**Run 1: where the registers sit**

Scale bar: 20 um. Other cells in grey.
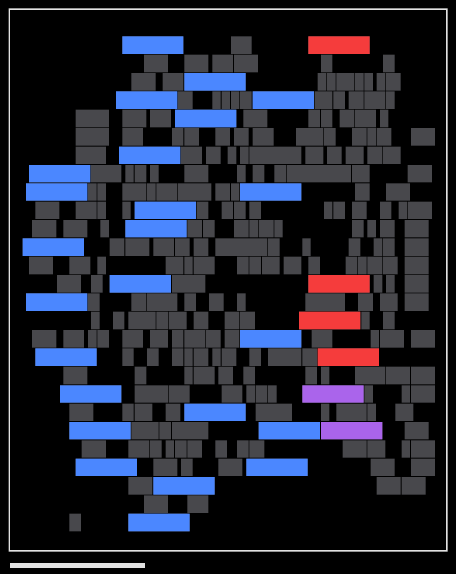
**Run 1: clock network drawn from the DEF**

Scale bar: 20 um.
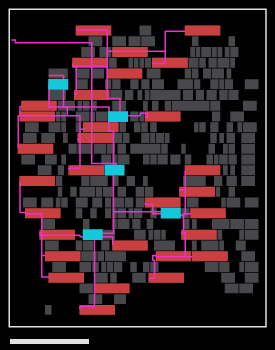
**Run 1: metal layers overlaid**

Scale bar: 20 um. Two of the layers only.
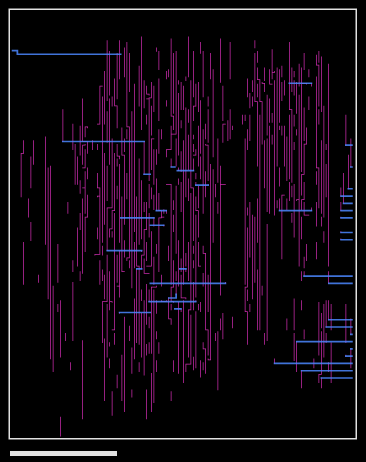
**Run 1: placed cells, one colour a class**

Fill, decap, tap and diode cells in grey.
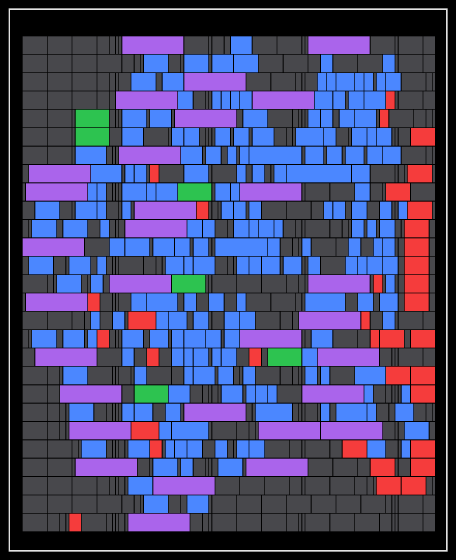
--- src/rtl/spi_display_sequencer.sv ---
// Sequences LCD hardware reset, the init engine and the picture engine, and
// arbitrates the shared panel SPI pins between the two engines.
//
// state      | meaning
// IDLE       | waiting for i_start, panel pins idle
// RST_LOW    | panel reset pin held low
// RST_WAIT   | panel reset released, settling before init
// INIT_START | one-cycle start pulse to the init engine
// INIT_RUN   | init engine owns the SPI pins, waiting for done
// PIC_START  | one-cycle start pulse to the picture engine
// PIC_RUN    | picture engine owns the SPI pins, waiting for done
// READY      | panel running, waiting for redraw or refresh
// ERROR      | an engine timed out, waiting for i_start
`timescale 1ns/1ps
module spi_display_sequencer #(
    parameter int RST_LOW_CYC  = 20,
    parameter int RST_WAIT_CYC = 20,
    parameter int REFRESH_CYC  = 0,
    parameter int TIMEOUT_CYC  = 1000000,
    parameter int CNT_W        = 24
) (
    input  logic i_clk,
    input  logic i_rst,
    input  logic i_start,
    input  logic i_redraw,
    output logic o_init_start,
    input  logic i_init_done,
    input  logic i_init_mosi,
    input  logic i_init_dc,
    input  logic i_init_cs,
    output logic o_pic_start,
    input  logic i_pic_done,
    input  logic i_pic_mosi,
    input  logic i_pic_dc,
    input  logic i_pic_cs,
    output logic o_mosi,
    output logic o_dc,
    output logic o_cs,
    output logic o_lcd_rst,
    output logic o_busy,
    output logic o_ready,
    output logic o_done,
    output logic o_error
);

    typedef enum logic [3:0] {
        S_IDLE,
        S_RST_LOW,
        S_RST_WAIT,
        S_INIT_START,
        S_INIT_RUN,
        S_PIC_START,
        S_PIC_RUN,
        S_READY,
        S_ERROR
    } state_t;

    typedef enum logic [1:0] {
        OWN_NONE,
        OWN_INIT,
        OWN_PIC
    } owner_t;

    // Counter value on the last cycle of each timed dwell; 0 or 1 both mean one cycle.
    localparam int LOW_LAST_I     = (RST_LOW_CYC  > 1) ? RST_LOW_CYC  - 1 : 0;
    localparam int WAIT_LAST_I    = (RST_WAIT_CYC > 1) ? RST_WAIT_CYC - 1 : 0;
    localparam int REFRESH_LAST_I = (REFRESH_CYC  > 1) ? REFRESH_CYC  - 1 : 0;
    localparam int TIMEOUT_LAST_I = (TIMEOUT_CYC  > 1) ? TIMEOUT_CYC  - 1 : 0;

    localparam logic [CNT_W-1:0] LOW_LAST     = CNT_W'(LOW_LAST_I);
    localparam logic [CNT_W-1:0] WAIT_LAST    = CNT_W'(WAIT_LAST_I);
    localparam logic [CNT_W-1:0] REFRESH_LAST = CNT_W'(REFRESH_LAST_I);
    localparam logic [CNT_W-1:0] TIMEOUT_LAST = CNT_W'(TIMEOUT_LAST_I);
    localparam logic [CNT_W-1:0] CNT_MAX      = {CNT_W{1'b1}};

    localparam bit REFRESH_EN = (REFRESH_CYC != 0);
    localparam bit TIMEOUT_EN = (TIMEOUT_CYC != 0);

    state_t           state;
    state_t           state_next;
    owner_t           owner;
    owner_t           owner_next;
    logic [CNT_W-1:0] cnt;
    logic             timed_out;
    logic             refresh_due;

    assign timed_out   = TIMEOUT_EN && (cnt == TIMEOUT_LAST);
    assign refresh_due = REFRESH_EN && (cnt == REFRESH_LAST);

    always_ff @(posedge i_clk or negedge i_rst) begin
        if (!i_rst) begin
            state <= S_IDLE;
            owner <= OWN_NONE;
            cnt   <= '0;
        end else begin
            state <= state_next;
            owner <= owner_next;
            if (state_next != state) begin
                cnt <= '0;
            end else if (cnt != CNT_MAX) begin
                cnt <= cnt + 1'b1;
            end
        end
    end

    always_comb begin
        state_next = state;
        case (state)
            S_IDLE: begin
                if (i_start) state_next = S_RST_LOW;
            end
            S_RST_LOW: begin
                if (cnt == LOW_LAST) state_next = S_RST_WAIT;
            end
            S_RST_WAIT: begin
                if (cnt == WAIT_LAST) state_next = S_INIT_START;
            end
            S_INIT_START: begin
                state_next = S_INIT_RUN;
            end
            S_INIT_RUN: begin
                if (i_init_done)    state_next = S_PIC_START;
                else if (timed_out) state_next = S_ERROR;
            end
            S_PIC_START: begin
                state_next = S_PIC_RUN;
            end
            S_PIC_RUN: begin
                if (i_pic_done)     state_next = S_READY;
                else if (timed_out) state_next = S_ERROR;
            end
            S_READY: begin
                // A start request outranks a redraw arriving in the same cycle.
                if (i_start)          state_next = S_RST_LOW;
                else if (i_redraw)    state_next = S_PIC_START;
                else if (refresh_due) state_next = S_PIC_START;
            end
            S_ERROR: begin
                if (i_start) state_next = S_RST_LOW;
            end
            default: begin
                state_next = S_IDLE;
            end
        endcase
    end

    always_comb begin
        owner_next = OWN_NONE;
        case (state_next)
            S_INIT_START, S_INIT_RUN: owner_next = OWN_INIT;
            S_PIC_START,  S_PIC_RUN:  owner_next = OWN_PIC;
            default:                  owner_next = OWN_NONE;
        endcase
    end

    // Pin mux is purely combinational so engine pins reach the panel with no added latency.
    always_comb begin
        o_mosi = 1'b0;
        o_dc   = 1'b0;
        o_cs   = 1'b1;
        case (owner)
            OWN_INIT: begin
                o_mosi = i_init_mosi;
                o_dc   = i_init_dc;
                o_cs   = i_init_cs;
            end
            OWN_PIC: begin
                o_mosi = i_pic_mosi;
                o_dc   = i_pic_dc;
                o_cs   = i_pic_cs;
            end
            default: begin
                o_mosi = 1'b0;
                o_dc   = 1'b0;
                o_cs   = 1'b1;
            end
        endcase
    end

    assign o_lcd_rst    = (state != S_RST_LOW);
    assign o_init_start = (state == S_INIT_START);
    assign o_pic_start  = (state == S_PIC_START);
    assign o_busy       = (state != S_IDLE) && (state != S_READY) && (state != S_ERROR);
    assign o_ready      = (state == S_READY);
    assign o_done       = (state == S_READY) && (cnt == '0);
    assign o_error      = (state == S_ERROR);

endmodule

--- config.mk ---
export PLATFORM = sky130hd
export DESIGN_NAME = spi_display_sequencer
export DESIGN_NICKNAME = d
export VERILOG_FILES = /design/src/rtl/spi_display_sequencer.sv
export SDC_FILE = /design/constraint.sdc
export NUM_CORES = 1
export LEC_CHECK = 0
export CORE_ASPECT_RATIO = 1.25
export CORE_MARGIN = 1.5
export CORE_UTILIZATION = 46
export DETAILED_ROUTE_END_ITERATION = 10
export GPL_TIMING_DRIVEN = 0
export MAX_ROUTING_LAYER = met4
export PLACE_DENSITY_LB_ADDON = 0.2
export SLEW_MARGIN = 20
export SYNTH_ARGS = -nofsm -noshare
export SYNTH_HDL_FRONTEND = slang
export SYNTH_SLANG_ARGS = --single-unit
export TNS_END_PERCENT = 10
--- constraint.sdc ---
create_clock -name i_clk -period 3.3 [get_ports i_clk]
set_input_delay 0.495 -clock i_clk [delete_from_list [all_inputs] [get_ports i_clk]]
set_output_delay 0.495 -clock i_clk [all_outputs]
set_load 0.02 [all_outputs]
==> run notes, run 1 <==
Summary of the current implementation state.

- Yosys printed 0 warnings.
- The main logic family after synthesis is simple AND/OR/NAND/NOR gates, for reference.
- Leaving out fill and tap cells, the most frequent cells in the layout are sky130_fd_sc_hd__dfrtp_1 (30), sky130_fd_sc_hd__clkdlybuf4s50_1 (20), sky130_fd_sc_hd__nor2_1 (19), sky130_fd_sc_hd__nor3_2 (19).
- The count of fill cells added during filler insertion is 418, for reference.
- Counting along the longest clock path gives a buffer depth of 2.
- The via-per-instance ratio is 5.90, for reference.
- Sorting the synthesized cells by how often they occur yields sky130_fd_sc_hd__dfrtp_1 (30), sky130_fd_sc_hd__nor2_1 (19), sky130_fd_sc_hd__nor3_2 (19).
- The kind of critical path is reg -> out, for reference.
- The number of global-route vias before repair is 1971.
- The area recorded from the Yosys report for this design is 2180 um2.
- The net count after synthesis is 261, for reference.
- Setup slack closes at 136 ps.
- According to the floorplan report, the die height is 80.0 um.
- OpenSTA lists the critical path startpoint as state[2]$_DFF_PN0_.
- The dominant synthesized flop cell is sky130_fd_sc_hd__dfrtp_1, for reference.
- Of all cell types, the one taking the most synthesized area is sky130_fd_sc_hd__dfrtp_1.
- Per the TritonCTS log, the buffer count is 5.
- The share of post-route cells with drive strength above 1 is 0.154, for reference.
- The initial standard-cell utilization of the core is 0.486, for reference.
- The highest achievable clock rate is 316 MHz, for reference.
- The reg2reg setup slack is 330 ps, for reference.
- Averaged over all synthesized cells, the footprint is 8.91 um2.
- The most critical setup path has its endpoint at o_done.
- The total of cells resized after clock tree synthesis is 0, for reference.
- The area fraction in compound gates is 0.0981, for reference.
- The first-pass GRT wire length is 9190 um, for reference.
- Pin placement for this block handled 22 I/O pins.
- The die boundary width is 64.6 um, for reference.
- The largest stage delay on the critical path is 680 ps, for reference.
- Pins over their slew limit in the final report were tallied at 0.
- Data on the critical path arrives at its endpoint at 2670 ps.
- The nature of the critical path endpoint is a primary output, for reference.
- The leakage power is 0.987 nW, for reference.
- The number of endpoints failing setup at the final stage is 0, for reference.
- The kind of launch point of the worst setup path is a flip-flop, for reference.
- The number of distinct library cell variants in the gate-level netlist after synthesis is 44, for reference.
- In this run, the synthesized area fraction spent on adder and majority cells is recorded as 0.0229.
- The most repeated library cell on the critical path is sky130_fd_sc_hd__clkbuf_1, for reference.
- Counting flops and latches in the post-synthesis netlist gives 30.
- The slowest stage of the critical path is the sky130_fd_sc_hd__clkdlybuf4s50_1 cell.
- The number of antenna violations at the first check in global routing was 0.
- The violation tally from detailed-route iteration zero is 110, for reference.
- The worst path needs 3160 ps of the cycle, external delays included.
- The proportion of synthesized flip-flops having asynchronous set or reset is 1.00, for reference.
- The worst-case max-slew headroom was logged as 0.543.
- The run finished with clean final reports.
- The number of cells on the worst reg-to-reg path is 10, for reference.
- The sequential-to-total area share from yosys stat is 0.344, for reference.
About 'where the registers sit':
[state] red | sequential cells: 4
[cnt] blue | sequential cells: 24
[owner] purple | sequential cells: 2
share of cell area taken by flip-flops and latches: 0.294
end-of-flow core utilization: 0.568
sequential standard cell area: 751 um2
power in sequential cells: 429 uW

About 'clock network drawn from the DEF':
[flip-flops] red | count: 30
[clock-net drivers] cyan | count: 5
[clock wires] magenta | length: 430 um
routed clock nets: 6
clock distribution power: 288 uW
Clk pwr share: 0.161

About 'metal layers overlaid':
[M2] magenta | wire length: 2740 um
[M3] blue | wire length: 182 um
global routing usage summed across all routing layers: 0.235
final routed wirelength across all metal layers: 5180 um
routed wirelength normalized by instance count: 15.7 um
routed vias: 1948

About 'placed cells, one colour a class':
[remaining buffers and delay cells] red | cells: 35 | share of their area: 11%
[clock drivers and dummy loads] green | cells: 6 | share of their area: 3.3%
[registers] purple | cells: 30 | share of their area: 30%
[remaining logic cells] blue | cells: 201 | share of their area: 55%
final non-filler cell area: 2550 um2
placeable core region: 4490 um2
placement row count: 27

==> run 1: final cells by class <==
cell class                      count  area [um2]  area share
Sequential cell                    30         751       0.294
Clock buffer                        6        82.6      0.0324
Inverter                            9        33.8      0.0132
Timing Repair Buffer               21         205      0.0804
Multi-Input combinational cell    192        1330       0.522
Tap cell                           58        72.6      0.0284
Buffer                             14        75.1      0.0294
==> run 1: metal layers <==
| metal | wire length (um) | part of all wire | vias to the layer above | global-route usage |
|---|---|---|---|---|
| met5 | 0 | 0 | - | - |
| met4 | 101 | 0.019 | 0 | 0.0830 |
| met1 | 2160 | 0.42 | 932 | 0.269 |
| li1 | - | - | 957 | - |
| met2 | 2740 | 0.53 | 49 | 0.411 |
| met3 | 182 | 0.035 | 10 | 0.0437 |
==> run 1: stage by stage <==
stage           util  instance area [um2]  power (mW)  std cells
2_1_floorplan      -                 2180        1.22        245
3_3_place_gp   0.549                 2460        1.50        324
3_5_place_dp   0.547                 2460        1.51        324
4_1_cts        0.566                 2540        1.80        330
5_1_grt        0.568                 2550        1.92        330
6_report       0.568                 2550        1.79        330
==> run 1: flip-flops by register name, indices dropped and copies added, names as in the netlist <==
signal	cells
owner	2
cnt	24
state	4
==> run 1: critical path, delay by kind of cell (launching register included) <==
| family | cells | cell delay, ps |
|---|---|---|
| buffers and inverters | 3 | 1330 |
| flip-flops | 1 | 310 |
| AND/OR/NAND/NOR | 3 | 750 |
==> run 1: power by group <==
part	switching [mW]	leakage, nW	total, mW	internal [mW]
logic	0.696	0.536	1.07	0.378
clock network	0.128	0.0431	0.288	0.160
registers	0.0199	0.407	0.429	0.410
total	0.844	0.987	1.79	0.948
--- run 2 (diff from run 1) ---
==> constraint.sdc (replaced) <==
create_clock -name i_clk -period 3.6 [get_ports i_clk]
set_input_delay 0.54 -clock i_clk [delete_from_list [all_inputs] [get_ports i_clk]]
set_output_delay 0.54 -clock i_clk [all_outputs]
set_load 0.02 [all_outputs]
**Run 2: placed cells, one colour a class**

Fill, decap, tap and diode cells in grey.
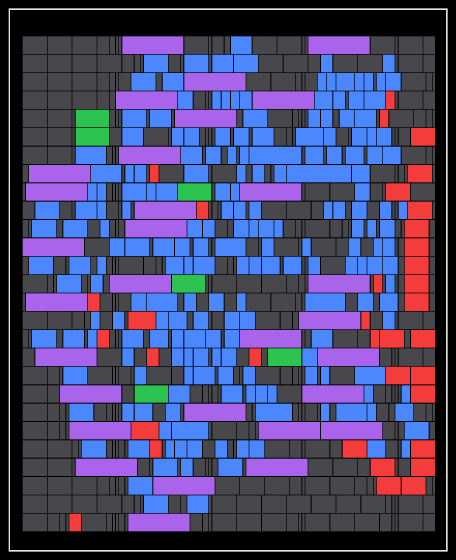
[clock drivers and dummy loads] green | cells: 6 | share of their area: 3.3%
[remaining logic cells] blue | cells: 201 | share of their area: 55%
[registers] purple | cells: 30 | share of their area: 30%
[remaining buffers and delay cells] red | cells: 35 | share of their area: 11%
share of cell area taken by flip-flops and latches: 0.295
final non-filler cell area: 2540 um2
end-of-flow core utilization: 0.566

**Run 2: where the registers sit**

Scale bar: 20 um. Other cells in grey.
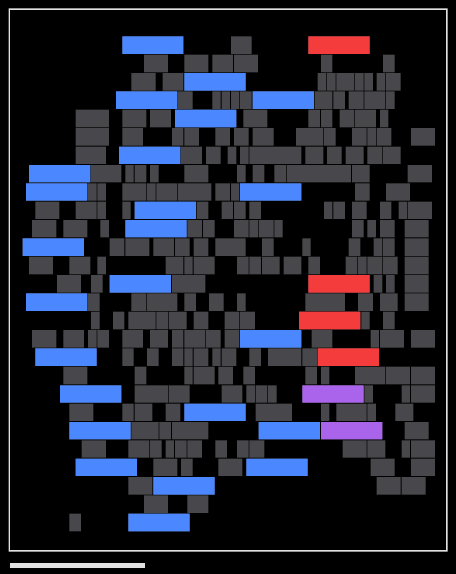
[owner] purple | sequential cells: 2
[state] red | sequential cells: 4
[cnt] blue | sequential cells: 24
power in sequential cells: 394 uW

**Run 2: clock network drawn from the DEF**

Scale bar: 20 um.
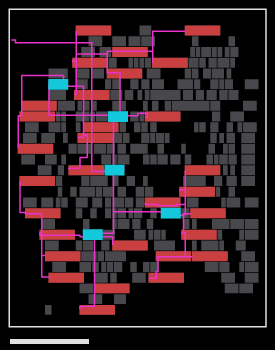
[flip-flops] red | count: 30
[clock-net drivers] cyan | count: 5
[clock wires] magenta | length: 424 um
routed clock nets: 6
clock distribution power: 263 uW
Clk pwr share: 0.160
worst clock skew: 4.24 ps

==> run notes, run 2 <==
Summary of the current implementation state.

- The length of routed met2 wiring is 2740 um, for reference.
- The run finished with clean final reports.
- The worst endpoint required time is 3060 ps, for reference.
- The top-level I/O count is 22, for reference.
- Counting flops and latches in the post-synthesis netlist gives 30.
- The commonest cells after synthesis are sky130_fd_sc_hd__dfrtp_1 (30), sky130_fd_sc_hd__nor2_1 (19), sky130_fd_sc_hd__nor3_2 (19).
- The largest net degree at the start of global routing is 31, for reference.
- The area inside the core boundary is 4490 um2, for reference.
- The kind of cell adding the most delay to the critical path is buffers and inverters, for reference.
- The yosys synthesis chip area is 2180 um2, for reference.
- The first routing iteration left 106 violations.
- The number of flip-flops under the largest register name is 24, for reference.
- The peak-usage layer in the global routing report is met2, for reference.
- For this run, global-route usage on met2 was measured as 0.411.
- TritonCTS built the clock tree.
- The dominant power group in this design is combinational logic.
- The most frequently used cell type in the post-synthesis netlist is sky130_fd_sc_hd__dfrtp_1, for reference.
- The initial standard-cell utilization of the core is 0.486, for reference.
- No sink is reached through more buffers than the 2 on the longest clock path.
- The via-per-instance ratio is 6.00, for reference.
- The power report attributes to the sequential group a share of 0.239.
- The flow measured a signed area growth from synthesis to layout of 16.5%.
- The kind of launch point of the worst setup path is a flip-flop, for reference.
- The vertical die size is 80.0 um, for reference.
- Once detailed placement completed, the half-perimeter wirelength came to 3870 um.
- The mean area per synthesized cell is 8.91 um2, for reference.
- Among all stages on the critical path, the maximum delay recorded is 680 ps.
- The number of pins exceeding their max-slew limit in the final report is 0, for reference.
- The met3 layer wire length in the routed design is 250 um, for reference.
- The total wirelength of the detailed-routed design is 5210 um, for reference.
- The first-pass GRT wire length is 9190 um, for reference.
- For this block, the via count after detailed routing is 1980.
- Among all stages on the critical path, the largest delay is contributed by sky130_fd_sc_hd__clkdlybuf4s50_1.
- TritonRoute output was used to compute an average wire per cell of 15.8 um.
- The CTS root buffer is sky130_fd_sc_hd__clkbuf_8, for reference.
- In the setup report, the worst path falls into the class reg -> out.
- The number of rows created at floorplan is 27, for reference.
- Of the synthesized area, sequential elements account for 0.344.
- Per the OpenROAD floorplan log, the width of the die is 64.6 um.
- Switching power as a fraction of the total was reported as 0.471.
- The number of standard cells in the layout, taps in and fillers out is 330, for reference.
- Across the run, the number of max-cap violations was 0.
- The total power is 1.64 mW, for reference.
- Counting flops per register, the top entry is cnt.
- The relative slew slack is 0.504, for reference.
- The insertion delay of the later-clocked pin in the worst-skew pair is 280 ps, for reference.
- Yosys printed 0 warnings.
- The cell count after placement is 324, for reference.
- In the final layout, the share of cells above drive strength 1 is 0.154.
- For this run, the detailed router's first-pass iteration total came to 5.
- The highest achievable clock rate is 312 MHz, for reference.
- The final hold violation count is 0, for reference.
- The total number of nets in the final design is 289, for reference.
- STA puts the critical path data arrival time at 2670 ps.
- The fraction of met3 tracks used by global routing is 0.0437, for reference.
- For the finished layout, the period the worst path requires is 3210 ps.
- The switching power total is 775 uW, for reference.
- Of all flip-flops after synthesis, the portion carrying an async set or reset was 1.00.
- The number of endpoints failing setup at the final stage is 0, for reference.
- The number of global-route vias before repair is 1971.
- When the netlist entered floorplanning its net count stood at 261.
- The most common cell after layout, fill and taps aside is sky130_fd_sc_hd__dfrtp_1, for reference.
- Internal power comes to 869 uW.
- On met1, the global router reports a usage of 0.269.
- The dominant synthesized flop cell is sky130_fd_sc_hd__dfrtp_1, for reference.
- The nature of the critical path endpoint is a primary output, for reference.
- The most repeated library cell on the critical path is sky130_fd_sc_hd__clkbuf_1, for reference.
- The number of antenna violations at the first check in global routing is 0, for reference.
- The total of cells resized after clock tree synthesis is 0, for reference.
- The number of antenna diodes in the final layout is 0.
- The overall routing resource usage is 0.235, for reference.
- The part of the total power dissipated in combinational logic is 0.601, for reference.
- The power in combinational cells is 987 uW, for reference.
- The share of Yosys cell area claimed by the top area cell type is 0.344, for reference.
- The number of setup buffers added after CTS is 0.
- Walking the worst path, the cells encountered are clkbuf_1, clkbuf_1, and3_1, nand3_1, nor4_1, clkdlybuf4s50_1.
- The largest registers in the layout are cnt x24, state x4, owner x2.
- The total clock buffers created by CTS is 5, for reference.
- The detail route stage leaves a number of antenna-violating nets equal to 0.
- The buffering stage count on the worst path with inverters included is 3, for reference.
- Sorting the Yosys area breakdown by cell type puts at the top sky130_fd_sc_hd__dfrtp_1.
- The length of routed wiring on met1 is 2120 um, for reference.
- Setup repair after global routing left no endpoint under its margin.
- In the layout the commonest cells are sky130_fd_sc_hd__dfrtp_1 (30), sky130_fd_sc_hd__clkdlybuf4s50_1 (20), sky130_fd_sc_hd__nor2_1 (19), sky130_fd_sc_hd__nor3_2 (19).
- The highest routing layer actually used is met4, for reference.
- The min-delay analysis places its worst path in the category in -> async.
- The clock tree has to reach 30 sinks.
- The synthesized netlist contains 44 unique library cells.
- The start point of the critical path is state[2]$_DFF_PN0_, for reference.
- The script extracted a total leakage power of 0.970 nW.
[run 2: worst reg2reg max path: stages, from the launching register on]
cell and delay (ps):
sky130_fd_sc_hd__dfrtp_1 390, sky130_fd_sc_hd__ha_1 210, sky130_fd_sc_hd__clkbuf_1 380, sky130_fd_sc_hd__nand4_1 180, sky130_fd_sc_hd__nor4_2 660, sky130_fd_sc_hd__and4_1 340, sky130_fd_sc_hd__buf_2 240, sky130_fd_sc_hd__buf_2 260
sky130_fd_sc_hd__nor3_1 100, sky130_fd_sc_hd__xnor2_1 210, sky130_fd_sc_hd__nor3_2 50
[run 2: worst paths after layout]
| check | to | slack, ps | depth (start not counted) |
|---|---|---|---|
| max reg2reg | cnt[15]$_DFFE_PN0P_ | 480 | 10 |
| max in group asynchronous | cnt[5]$_DFFE_PN0P_ | 2860 | 1 |
| min reg2reg | cnt[10]$_DFFE_PN0P_ | 620 | 2 |
| max | o_done | 390 | 6 |
| min in group i_clk | cnt[10]$_DFFE_PN0P_ | 620 | 2 |
| min | cnt[19]$_DFFE_PN0P_ | 300 | 1 |
[run 2: through the flow]
step	setup WS (ps)	instance area [um2]
floorplan	1100	2180
global placement	513	2460
detailed placement	522	2460
CTS	403	2540
global route	175	2540
finish	393	2540
[run 2: logic make-up after synthesis]
family / Yosys count / share of synthesized area
simple gates: 140 / 0.400
fa+ha+maj: 4 / 0.0229
compound gates: 28 / 0.0980
buf+inv: 23 / 0.0499
mux: 2 / 0.00917
flops: 30 / 0.344
xor+xnor: 18 / 0.0757
[run 2: final cells by class]
class,count,area [um2]
plain buffers,14,75.1
repair buffers,21,205
fillers,419,1950
well taps,58,72.6
clock buffers,6,82.6
multi-input cells,192,1320
flip-flops and latches,30,751
inverters,9,33.8
--- run 3 (diff from run 2) ---
--- a/config.mk
+++ b/config.mk
@@ -16,4 +16,4 @@
 export SYNTH_ARGS = -nofsm -noshare
 export SYNTH_HDL_FRONTEND = slang
 export SYNTH_SLANG_ARGS = --single-unit
-export TNS_END_PERCENT = 10
+export TNS_END_PERCENT = 100
**Run 3: metal layers overlaid**

Scale bar: 20 um. Two of the layers only.
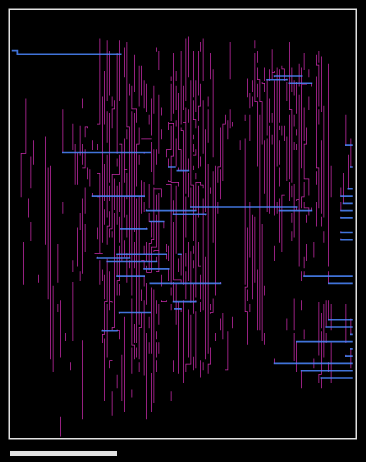
[M2] magenta | wire length: 2740 um
[M3] blue | wire length: 251 um
routed wirelength normalized by instance count: 15.8 um
final routed wirelength across all metal layers: 5210 um

**Run 3: placed cells, one colour a class**

Fill, decap, tap and diode cells in grey.
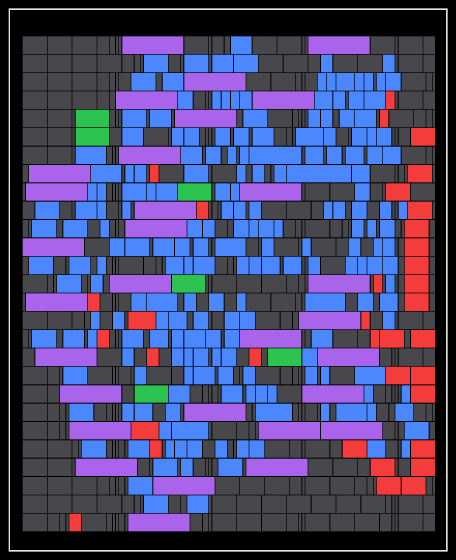
[registers] purple | cells: 30 | share of their area: 30%
[remaining logic cells] blue | cells: 201 | share of their area: 55%
[clock drivers and dummy loads] green | cells: 6 | share of their area: 3.3%
[remaining buffers and delay cells] red | cells: 35 | share of their area: 11%

**Run 3: where the registers sit**

Scale bar: 20 um. Other cells in grey.
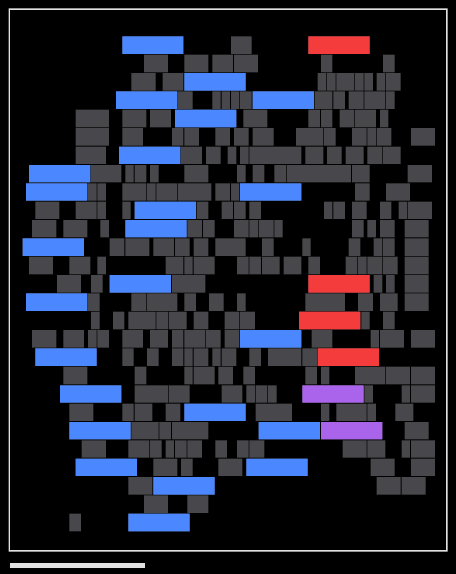
[owner] purple | sequential cells: 2
[cnt] blue | sequential cells: 24
[state] red | sequential cells: 4

==> run notes, run 3 <==
Summary of the current implementation state.

- The reg2reg setup slack is 480 ps, for reference.
- The cell type with the highest aggregate area in the netlist is sky130_fd_sc_hd__dfrtp_1, for reference.
- The most frequently used cell type in the post-synthesis netlist is sky130_fd_sc_hd__dfrtp_1, for reference.
- 0 antenna diodes ended up in the layout.
- After legalization and detailed placement, the total HPWL measured 3870 um.
- In the per-layer summary, the met1 wirelength comes to 2120 um.
- The critical path goes through clkbuf_1, clkbuf_1, and3_1, nand3_1, nor4_1, clkdlybuf4s50_1.
- At the worst endpoint, the required time is 3060 ps.
- After the first detailed-routing iteration, the DRC count stood at 106.
- The insertion delay of the later-clocked pin in the worst-skew pair is 280 ps, for reference.
- For this design, the sink count on the clock tree is 30.
- The length of routed met2 wiring is 2740 um, for reference.
- In the final report, the number of endpoints failing setup comes to 0.
- The worst register-to-register path ends at cnt[15]$_DFFE_PN0P_.
- The start point of the critical path is state[2]$_DFF_PN0_, for reference.
- The final design utilization is 0.566, for reference.
- The worst-case setup margin in the final layout is 393 ps, for reference.
- The slowest stage of the critical path is the sky130_fd_sc_hd__clkdlybuf4s50_1 cell.
- The number of detailed-route iterations in the first pass is 5, for reference.
- For reference, the post-synthesis area per instance comes to 8.91 um2.
- Headroom to the max-slew limit came out at 0.504.
- Ranked by instance count, the synthesized netlist is headed by sky130_fd_sc_hd__dfrtp_1 (30), sky130_fd_sc_hd__nor2_1 (19), sky130_fd_sc_hd__nor3_2 (19).
- Across the routed clock network, the largest skew measured is 4.24 ps.
- The total number of nets in the final design is 289, for reference.
- The yosys synthesis chip area is 2180 um2, for reference.
- Per the synthesis report, the AND-OR/OR-AND share of the synthesized area is 0.0981.
- The XOR/XNOR share of the synthesized area is 0.0757, for reference.
- In this run the number of cells on the critical path is 6.
- The count of synthesis-stage warnings from yosys is 0, for reference.
- The largest registers in the layout are cnt x24, state x4, owner x2.
- The run finished with clean final reports.
- The largest stage delay on the critical path is 680 ps, for reference.
- Of the post-synthesis cell area, the dominant cell type holds 0.344.
- Together, buffers and inverters on the worst path number 3.
- The via-per-instance ratio is 6.00, for reference.
- The leakage power is 0.970 nW, for reference.
- CTS placed an instance of sky130_fd_sc_hd__clkbuf_8 at the clock tree root.
- The total clock buffers created by CTS is 5, for reference.
- Compared with the post-synthesis result, the final layout area differs by 16.5%.
- The multiplexer share of the synthesized area is 0.00917, for reference.
- The most common cell after layout, fill and taps aside is sky130_fd_sc_hd__dfrtp_1, for reference.
- The net count after synthesis is 261, for reference.
- The total of cells resized after clock tree synthesis is 0, for reference.
- The number of maximum-capacitance constraint violations is 0, for reference.
- The sequential-to-total area share from yosys stat is 0.344, for reference.
- The top-level I/O count is 22, for reference.
- The kind of cell adding the most delay to the critical path is buffers and inverters, for reference.
- The die boundary width is 64.6 um, for reference.
- The synthesized design contains 30 register bits.
- The highest metal layer carrying signal wires in the routed design is met4.
- The minimum clock period after layout is 3210 ps, for reference.
- The kind of critical path is reg -> out, for reference.
- Entering global routing, the biggest net connects 31 pins.
- The register bank with the most flops is cnt, for reference.
- Setup repair after global routing left no endpoint under its margin.
- No sink is reached through more buffers than the 2 on the longest clock path.
- STA classifies the critical path endpoint as a primary output.
- The area inside the core boundary is 4490 um2, for reference.
- Of the total synthesized cell area, the portion taken by AND, OR, NAND and NOR gates is 0.400.
- The type of the worst min-delay path is in -> async, for reference.
-- run 3: cell counts after synthesis --
Identical to the previous run, type by type.
-- run 3: worst min-delay path by stage --
stage	start	endpoint	slack (ps)	depth (start not counted)
after detailed placement	cnt[10]$_DFFE_PN0P_	cnt[10]$_DFFE_PN0P_	600	2
after floorplan	i_rst	cnt[0]$_DFFE_PN0P_	240	0
after global routing	i_rst	cnt[18]$_DFFE_PN0P_	360	1
final	i_rst	cnt[19]$_DFFE_PN0P_	300	1
after CTS	i_rst	cnt[18]$_DFFE_PN0P_	320	1
after global placement	cnt[1]$_DFFE_PN0P_	cnt[1]$_DFFE_PN0P_	610	2
-- run 3: where the power goes --
group | internal (mW) | switching (mW)
Sequential | 0.376 | 0.0181
Combinational | 0.346 | 0.641
Clock | 0.147 | 0.116
Total | 0.869 | 0.775
-- run 3: cell families after synthesis --
family / after synthesis
muxes: 2
AOI/OAI and AO/OA: 28
buffers and inverters: 23
xor gates and xnor gates: 18
adders and majority gates: 4
and+or+nand+nor: 140
DFF: 30
-- run 3: layout make-up --
class                      instances  area, um2
buffer                            14       75.1
sequential                        30        751
tap                               58       72.6
fill                             419       1950
clock buffer                       6       82.6
multi-input combinational        192       1320
inverter                           9       33.8
timing repair buffer              21        205
-- run 3: through the flow --
step                hold WS [ps]  std cells  power [mW]  instance area (um2)
finish                       299        330        1.64                 2540
global route                 358        330        1.76                 2540
CTS                          320        330        1.65                 2540
detailed placement           599        324        1.38                 2460
global placement             606        324        1.37                 2460
floorplan                    244        245        1.12                 2180
-- run 3: layer usage --
layer | global-route usage | up-vias
li1 | - | 958
met1 | 0.269 | 951
met2 | 0.411 | 61
met3 | 0.0437 | 10
met4 | 0.0830 | 0
met5 | - | -
No activity file was given, so power comes from the tool's default toggle rates.
